`src/rtl/fifo_multicanal_pkg.sv`:
```
// Shared defaults, sizing helper and error-cause tags for fifo_multicanal.
// FIFO_MULTICANAL_COUNT_EN adds the rd_count output to the top and channel controller.
package fifo_multicanal_pkg;

  localparam int DEF_MEM_SIZE  = 4;
  localparam int DEF_WORD_SIZE = 6;
  localparam int DEF_PTR_L     = 3;
  localparam int DEF_NUM_CH    = 4;
  localparam int DEF_CH_L      = 2;

  typedef enum logic [0:0] {
    ERR_OVF = 1'b0,
    ERR_UNF = 1'b1
  } err_cause_e;

  // Bits needed to index v entries, never less than one.
  function automatic int clog2_min1(input int v);
    int r;
    r = 0;
    while ((1 << r) < v) r++;
    return (r < 1) ? 1 : r;
  endfunction

endpackage

```
`src/rtl/fifo_canal_ctrl.sv`:
```
// Bookkeeping for one channel: pointers, occupancy, accept decisions, flags, sticky error.
// FIFO_MULTICANAL_COUNT_EN exposes the occupancy count as an output.
module fifo_canal_ctrl
  import fifo_multicanal_pkg::*;
#(
  parameter int MEM_SIZE = DEF_MEM_SIZE,
  parameter int PTR_L    = DEF_PTR_L,
  localparam int AW      = clog2_min1(MEM_SIZE)
) (
  input  logic             clk,
  input  logic             reset,
  input  logic             wr_req,
  input  logic             rd_req,
  input  logic [PTR_L-1:0] empty_threshold,
  input  logic [PTR_L-1:0] full_threshold,
  output logic             wr_accept,
  output logic             rd_accept,
  output logic [AW-1:0]    wptr,
  output logic [AW-1:0]    rptr,
`ifdef FIFO_MULTICANAL_COUNT_EN
  output logic [PTR_L-1:0] count_out,
`endif
  output logic             empty,
  output logic             full,
  output logic             almost_empty,
  output logic             almost_full,
  output logic             error
);

  logic [PTR_L-1:0] count;

`ifdef FIFO_MULTICANAL_COUNT_EN
  assign count_out = count;
`endif

  assign empty        = (count == '0);
  assign full         = (count == PTR_L'(MEM_SIZE));
  assign almost_empty = !empty && (count <= empty_threshold);
  assign almost_full  = !full && (count >= full_threshold);

  // A push into a full channel survives only when a pop frees a slot in the same cycle.
  assign rd_accept = rd_req && !empty;
  assign wr_accept = wr_req && (!full || rd_accept);

  always_ff @(posedge clk or posedge reset) begin
    if (reset) begin
      wptr  <= '0;
      rptr  <= '0;
      count <= '0;
      error <= 1'b0;
    end else begin
      if (wr_accept)
        wptr <= (wptr == AW'(MEM_SIZE - 1)) ? '0 : wptr + AW'(1);
      if (rd_accept)
        rptr <= (rptr == AW'(MEM_SIZE - 1)) ? '0 : rptr + AW'(1);
      if (wr_accept && !rd_accept)
        count <= count + PTR_L'(1);
      else if (rd_accept && !wr_accept)
        count <= count - PTR_L'(1);
      if ((wr_req && !wr_accept) || (rd_req && empty))
        error <= 1'b1;
    end
  end

endmodule

```
`src/rtl/fifo_multicanal.sv`:
```
// NUM_CH independent FIFOs sharing one register array, one write port and one read port.
// FIFO_MULTICANAL_COUNT_EN adds rd_count, the occupancy of channel rd_ch.
module fifo_multicanal
  import fifo_multicanal_pkg::*;
#(
  parameter int MEM_SIZE  = DEF_MEM_SIZE,
  parameter int WORD_SIZE = DEF_WORD_SIZE,
  parameter int PTR_L     = DEF_PTR_L,
  parameter int NUM_CH    = DEF_NUM_CH,
  parameter int CH_L      = DEF_CH_L
) (
  input  logic                 clk,
  input  logic                 reset,
  input  logic [WORD_SIZE-1:0] fifo_data_in,
  input  logic                 fifo_wr,
  input  logic [CH_L-1:0]      wr_ch,
  input  logic                 fifo_rd,
  input  logic [CH_L-1:0]      rd_ch,
  input  logic [PTR_L-1:0]     empty_threshold,
  input  logic [PTR_L-1:0]     full_threshold,
  output logic [WORD_SIZE-1:0] fifo_data_out,
  output logic                 data_valid,
  output logic [NUM_CH-1:0]    fifo_empty,
  output logic [NUM_CH-1:0]    fifo_full,
  output logic [NUM_CH-1:0]    almost_empty,
  output logic [NUM_CH-1:0]    almost_full,
`ifdef FIFO_MULTICANAL_COUNT_EN
  output logic [PTR_L-1:0]     rd_count,
`endif
  output logic [NUM_CH-1:0]    error
);

  localparam int AW = clog2_min1(MEM_SIZE);

  logic [WORD_SIZE-1:0] mem [NUM_CH][MEM_SIZE];
  logic [AW-1:0]        wptr_a [NUM_CH];
  logic [AW-1:0]        rptr_a [NUM_CH];
  logic [NUM_CH-1:0]    wr_req, rd_req, wr_acc, rd_acc;
  logic [WORD_SIZE-1:0] rd_word;
`ifdef FIFO_MULTICANAL_COUNT_EN
  logic [PTR_L-1:0]     count_a [NUM_CH];
`endif

  // Out-of-range channel indices match no controller, so they are silently ignored.
  for (genvar i = 0; i < NUM_CH; i++) begin : g_ch
    assign wr_req[i] = fifo_wr && (wr_ch == CH_L'(i));
    assign rd_req[i] = fifo_rd && (rd_ch == CH_L'(i));

    fifo_canal_ctrl #(
      .MEM_SIZE (MEM_SIZE),
      .PTR_L    (PTR_L)
    ) u_ctrl (
      .clk             (clk),
      .reset           (reset),
      .wr_req          (wr_req[i]),
      .rd_req          (rd_req[i]),
      .empty_threshold (empty_threshold),
      .full_threshold  (full_threshold),
      .wr_accept       (wr_acc[i]),
      .rd_accept       (rd_acc[i]),
      .wptr            (wptr_a[i]),
      .rptr            (rptr_a[i]),
`ifdef FIFO_MULTICANAL_COUNT_EN
      .count_out       (count_a[i]),
`endif
      .empty           (fifo_empty[i]),
      .full            (fifo_full[i]),
      .almost_empty    (almost_empty[i]),
      .almost_full     (almost_full[i]),
      .error           (error[i])
    );
  end

  always_ff @(posedge clk) begin
    for (int i = 0; i < NUM_CH; i++)
      if (wr_acc[i]) mem[i][wptr_a[i]] <= fifo_data_in;
  end

  always_comb begin
    rd_word = '0;
    for (int i = 0; i < NUM_CH; i++)
      if (rd_ch == CH_L'(i)) rd_word = mem[i][rptr_a[i]];
  end

`ifdef FIFO_MULTICANAL_COUNT_EN
  always_comb begin
    rd_count = '0;
    for (int i = 0; i < NUM_CH; i++)
      if (rd_ch == CH_L'(i)) rd_count = count_a[i];
  end
`endif

  // A failed pop leaves the previous word on fifo_data_out.
  always_ff @(posedge clk or posedge reset) begin
    if (reset) begin
      fifo_data_out <= '0;
      data_valid    <= 1'b0;
    end else begin
      data_valid <= |rd_acc;
      if (|rd_acc) fifo_data_out <= rd_word;
    end
  end

endmodule

```
`config.mk`:
```
export PLATFORM = sky130hd
export DESIGN_NAME = fifo_multicanal
export DESIGN_NICKNAME = d
export VERILOG_FILES = /design/src/rtl/fifo_multicanal_pkg.sv /design/src/rtl/fifo_canal_ctrl.sv /design/src/rtl/fifo_multicanal.sv
export SDC_FILE = /design/constraint.sdc
export NUM_CORES = 1
export LEC_CHECK = 0
export CAP_MARGIN = 20
export CORE_MARGIN = 4
export CORE_UTILIZATION = 48
export DETAILED_ROUTE_END_ITERATION = 6
export GPL_TIMING_DRIVEN = 0
export PLACE_DENSITY = 0.69
export SLEW_MARGIN = 15
export SYNTH_ARGS = -nofsm -noshare
export SYNTH_HDL_FRONTEND = slang
export SYNTH_SLANG_ARGS = --single-unit
export TNS_END_PERCENT = 5
```
`constraint.sdc`:
```
create_clock -name clk -period 4.85 [get_ports clk]
set_input_delay 1.455 -clock clk [delete_from_list [all_inputs] [get_ports clk]]
set_output_delay 1.455 -clock clk [all_outputs]
set_load 0.01 [all_outputs]
```
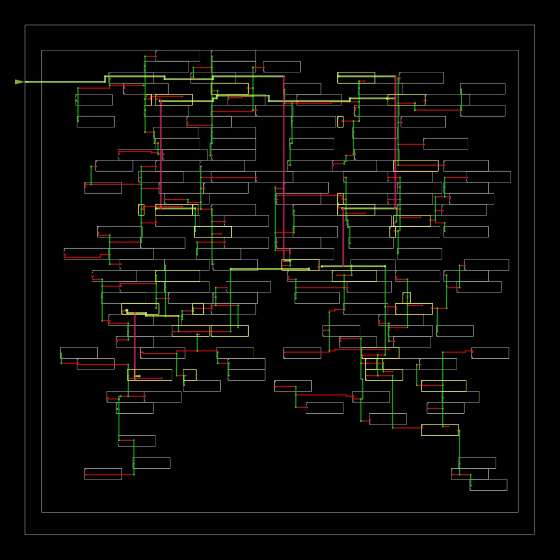
(images/clock_nets.png)
number of flip-flops and latches: 135
tally of clock buffers in the finished layout: 23
Worst Skew: 0.0122 ns
clock network latency to the later pin of the worst-skew pair: 0.42 ns

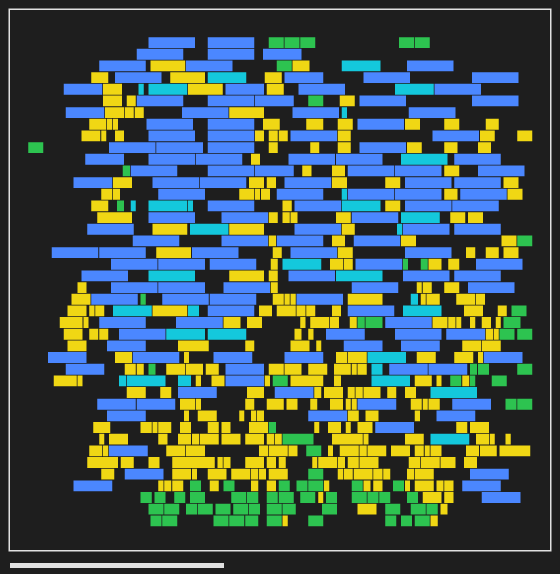
(images/class_map.png)
Scale bar: 50 um.
| class | colour | cells | share of their area |
|---|---|---|---|
| remaining buffers and delay cells | green | 78 | 8.8% |
| remaining logic cells | yellow | 298 | 34% |
| registers | blue | 135 | 50% |
| clock drivers and dummy loads | cyan | 32 | 7.8% |

==> summary.txt <==
Implementation numbers.

- The run finished with clean final reports.
- The fraction of final cell area spent on non-clock buffers in this run is 8.52%.
- Clock tree buffers and inverters occupy 7.57% of the routed design's cell area.
- The share of cell area taken by multi-input logic gates is a little under a third.
- Per the OpenROAD floorplan log, the area of the core is 13500 sq um.
- The clock-pin slew on the worst setup and hold paths is 0.05 ns.
- The commonest cells after synthesis are sky130_fd_sc_hd__edfxtp_1 (96), sky130_fd_sc_hd__ha_1 (48), sky130_fd_sc_hd__dfrtp_1 (39), sky130_fd_sc_hd__inv_1 (26), sky130_fd_sc_hd__mux2i_1 (26).
- The highest layer touched by signal routing is met4.
- Sequential cells burn 36.3% of the power.
- The biggest cell category by area in the final layout is flip-flops and latches.
- The final timing report lists a hold violation count of 0.
- The I/O pin count is 47.
- Combinational power for this build is 1.54 mW.
- The static leakage power is 3.15 nW.
- Of the total synthesized cell area, the portion taken by XOR and XNOR cells is 1.57%.
- Entering global routing, the biggest net connects 25 pins.
- The height of the chip is 126 um.
- According to the timing report, the critical path is captured at almost_full[3].
- The clock distribution power is approximately 1.3 mW.
- In this run the worst path has a maximum fanout of 4.
- The library cells used most frequently in the layout, excluding fill and tap cells, are sky130_fd_sc_hd__edfxtp_1 (96), sky130_fd_sc_hd__ha_1 (48), sky130_fd_sc_hd__dfrtp_1 (39), sky130_fd_sc_hd__clkdlybuf4s50_1 (39), sky130_fd_sc_hd__mux2i_1 (26).
- In this run the power spent charging and discharging nets is roughly 1.3 mW.
- The run reported a max-capacitance violation count of 0.
- In the routed design, unresolved DRC markers number 0.
- Post-CTS repair ended up resizing 5 cells.
- The setup TNS is 0 ns.
- The report lists the cells along the critical path as clkdlybuf4s50_1, inv_1, ha_1, a21o_1, a21oi_1, nor2_1, buf_4, clkdlybuf4s50_1.
- The placement report lists the number of port buffers as 44.
- The data arrival time of the critical path is 3.29 ns.
- The layout has 26 inverters outside the clock class.
- In the Yosys report, the sequential cells make up around 58% of the chip area.
- Net switching is 29.9% of the power.
- Per the power-grid run, VDD falls by no more than 278 uV.
- Across the placement rows, the number of tap cells is 176.
- The total non-filler cell area in the finished layout is 7950 sq um.
- The met1 track utilization from global routing is between 20% and 30%.
- Measured in cells, the most critical reg-to-reg path has a length of 8.
- Along the critical path, the tally of buffer and inverter instances is 4.
- Summing all placed instances gives a cell area of 7360 sq um.
- The detailed router put a total of 5810 um of wire on met1.
- On the worst path, the slowest cell contributes a delay of ~0.48 ns.
- The layout cell share with drive strength beyond 1 is a little under a fifth.
- Dividing the final minimum period by the clock period gives a little over nine tenths.
- The worst hold path terminates at g_ch[2].u_ctrl.error.
- Counting the fill cells in the layout gives between 1000 and 1500.
- The routed design shows a wire length per standard cell of 18.1 um.
- sky130_fd_sc_hd__edfxtp_1 takes more of the synthesized area than any other cell.
- The required time at the endpoint of the critical path is 3.39 ns.
- The power density over the cells is 561 nW/um^2.
- The via count is between 3000 and 4000.
- The initial antenna violation count is 0.
- The via count of the first global-routing pass is 4118.
- The flip-flop count of the largest register, all copies and words added is 96.
- The die width is 126 um.
- The worst setup path is captured at an output pin.
- The first global-routing pass estimated ~22000 um of wire.
- The flow measured a signed area growth from synthesis to layout of 19.1%.
- In this run, the combinational gates consume 34.4% of the power.
- The last timing report of the flow puts the setup violation total at 0.
- The power consumption is 4.46 mW.
- The net count after synthesis is 538.
- The chip area is roughly 16000 sq um.
- After clock tree synthesis, the flow added hold-fix buffers numbering 0.
- The final hold slack is 0.476 ns.
- The yosys warning tally is 0.
- The final cell count without fillers is approximately 700.
- The cell family with the largest share of critical-path delay is buffers and inverters.
- The initial core utilization is 49.6%.
- Counting flops with a built-in enable in the synthesized netlist gives 96.
- The slew check shows that the tightest pin keeps a relative margin of ~57%.
- The number of antenna diodes in the final layout is 0.
- The launch point of the worst min-delay path is recorded as g_ch[2].u_ctrl.error.
- The residual overflow from global routing is 0.
- The flow reports that the clock network draws 29.3% of the design power.
- The global routing stage identified its most utilized layer as met2.
- The async set-reset flop share out of synthesis is 28.9%.
- In this run, the synthesized area fraction spent on AND-OR/OR-AND gates is recorded as 5.10%.
- The synthesized netlist handed to floorplanning was reported with a cell count of 466.
- The pre-CTS setup check shows a worst slack of -0.0791 ns.
- The kind of start point of the critical path is a primary input.
- The mean number of vias per cell is 5.28.
- The critical path is of the primary input to output pin type.
- The total met3 wirelength after detailed routing is 452 um.
- The wire length recorded after detailed routing is around 13000 um.
- After synthesis the netlist holds a flip-flop and latch count of 135.
- The report lists the number of standard-cell rows as 42.
- Setup repair after global routing left no endpoint under its margin.
No activity file was given, so power comes from the tool's default toggle rates.
